==> config.mk <==
export PLATFORM = sky130hd
export DESIGN_NAME = fir_stream_ctrl
export DESIGN_NICKNAME = d
export VERILOG_FILES = /design/src/rtl/fir_stream_ctrl.sv
export SDC_FILE = /design/constraint.sdc
export NUM_CORES = 1
export LEC_CHECK = 0
export CORE_ASPECT_RATIO = 0.7
export CORE_MARGIN = 5
export CORE_UTILIZATION = 54
export CTS_CLUSTER_SIZE = 28
export DETAILED_ROUTE_END_ITERATION = 6
export PLACE_DENSITY = 0.87
export SKIP_CTS_REPAIR_TIMING = 1
export SYNTH_ARGS = -nofsm -noshare
export SYNTH_HDL_FRONTEND = slang
export SYNTH_SLANG_ARGS = --single-unit
==> constraint.sdc <==
create_clock -name clk -period 4.1 [get_ports clk]
set_input_delay 0.615 -clock clk [delete_from_list [all_inputs] [get_ports clk]]
set_output_delay 0.615 -clock clk [all_outputs]
set_load 0.05 [all_outputs]
==> images/io_placement.png <==
Drawn at 2 px/um. Pins as bars across the die edge, other pins in gray.
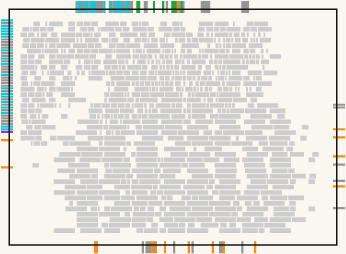
- orange: s_data (pins 16; direction input; edge 9 bottom, 4 right, 2 left, 1 top)
- purple: clk (pins 1; direction input; edge left)
- cyan: fir_filtered_data (pins 32; direction input; edge 18 left, 14 top)
- green: underrun_cnt (pins 8; direction output; edge top)
- all pins by edge: 52 top, 44 left, 19 bottom, 9 right
Die Height: 117 um
Buffers on Ports: 123
Die X: 163 um

==> images/cell_density.png <==
Drawn at 2 px/um. 16 x 12 tiles, from black (low) to pale yellow (high), 0 to 100% covered.
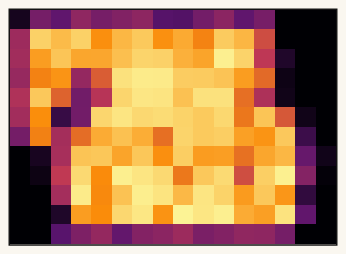
- mean over tiles: 57%
- emptiest ninth of the die: upper right
- fullest tile: 98%
- densest ninth of the die: center
total core area: 0.0162 mm^2
Core Util at FP: 54.6%
Final Util: 68.6%

==> images/wires.png <==
Drawn at 1.5 px/um.
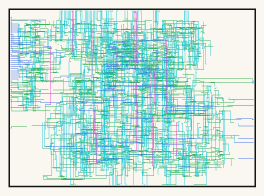
- green: metal 1 (wire length 8150 um)
- magenta: metal 4 (wire length 595 um)
- cyan: metal 2 (wire length 10600 um)
- blue: metal 3 (wire length 1470 um)
DR vias: 5710
routed length per instance: 21.0 um

==> images/clocks.png <==
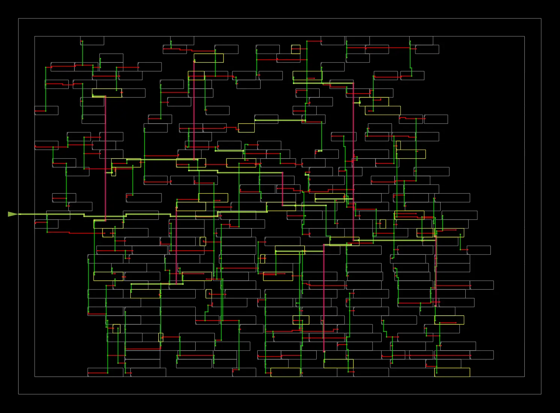
CTS Sinks: 228
clkbuf count: 31
Clock Skew: 21.9 ps
Late-Pin Clk Latency: 500 ps
Clock Power: 2.09 mW

==> images/placement_by_type.png <==
Drawn at 1.5 px/um.
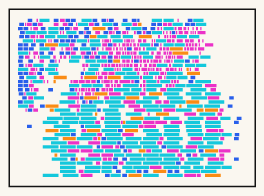
- orange: clock drivers and dummy loads (cells 40; share of their area 7.1%)
- magenta: combinational and other logic (cells 359; share of their area 27%)
- cyan: sequential cells (cells 228; share of their area 54%)
- blue: remaining buffers and delay cells (cells 135; share of their area 12%)
site row count: 39
Seq/total area: 52.6%

==> notes.md <==
fresh numbers from the pnr run: status=finished, final reports clean, HPWL after DPL=~13 mm, first-pass GRT wire length=~32 mm, FF-to-FF setup slack=1000 ps, Yosys cell types=roughly 53, EDFF count, synth=128, global routing usage on met1=between 20% and 30%, crit path cell chain=nor3_1, a21oi_1, clkdlybuf4s50_1, f_max=around 310 MHz, Top-area cell share=43.5%, design area=approximately 0.011 mm^2, switch share=22.1%, routed wl met2=approximately 11 mm, wl on met1=around 8 mm, top routing layer in use=met4, Tcrit/Tclk final=~78%, Arr. time, crit path=between 2000 and 3000 ps, Lkg Pwr=approximately 3.6 nW, P_comb=a little under 400 uW, hold depth=1, largest power group=sequential cells, critical path peak fanout=8, Leading cell kind=flip-flops and latches, initial antenna violation count=0, Stages on worst setup path=3, GRT busiest layer=met2, Commonest Layout Cell=edfxtp_1, Max IR drop VDD=between 0.2 and 0.3 mV, number of global-route vias before repair=approximately 6000, Post-Syn Instances=616, GRT Resource Usage Total=~22%, Setup crit start kind=register, ys async rst share=0%, Critical Path RT=around 3500 ps, CTS Buf Count=22, Synth-to-Final Area Change=25.6%, OpenROAD warnings=28, Clock Network Area Fraction=6.91%, post-route ant nets=0, post-layout min period=3190 ps, Initial DRC Count=633, multi-input logic area=just under 0.003 mm^2, register share after synthesis=between 60% and 70%, headroom to the max-slew limit=between 20% and 30%, RSZ-0062 raised after global routing=no, setup TNS=0 ps, Critical-path top delay cell=clkdlybuf4s50_1, Reg area=0.00585 mm^2, clock-pin slew on the worst setup and hold paths=~60 ps, GR Layer Usage met2=between 30% and 40%, Post-synth top cells=edfxtp_1 (128), dfxtp_1 (100), nor2_1 (63), mux2i_1 (48), nand2_1 (33), hold_ws=about 460 ps, Final setup viols=0, synth top area cells=edfxtp_1 (43%), dfxtp_1 (23%), mux4_2 (8.1%), Dominant flop cell=edfxtp_1, Top Layout Cells=edfxtp_1 (128), clkdlybuf4s50_1 (122), dfxtp_1 (98), Signal buf overhead=about an eighth
Power is estimated from default activity; no workload was simulated.
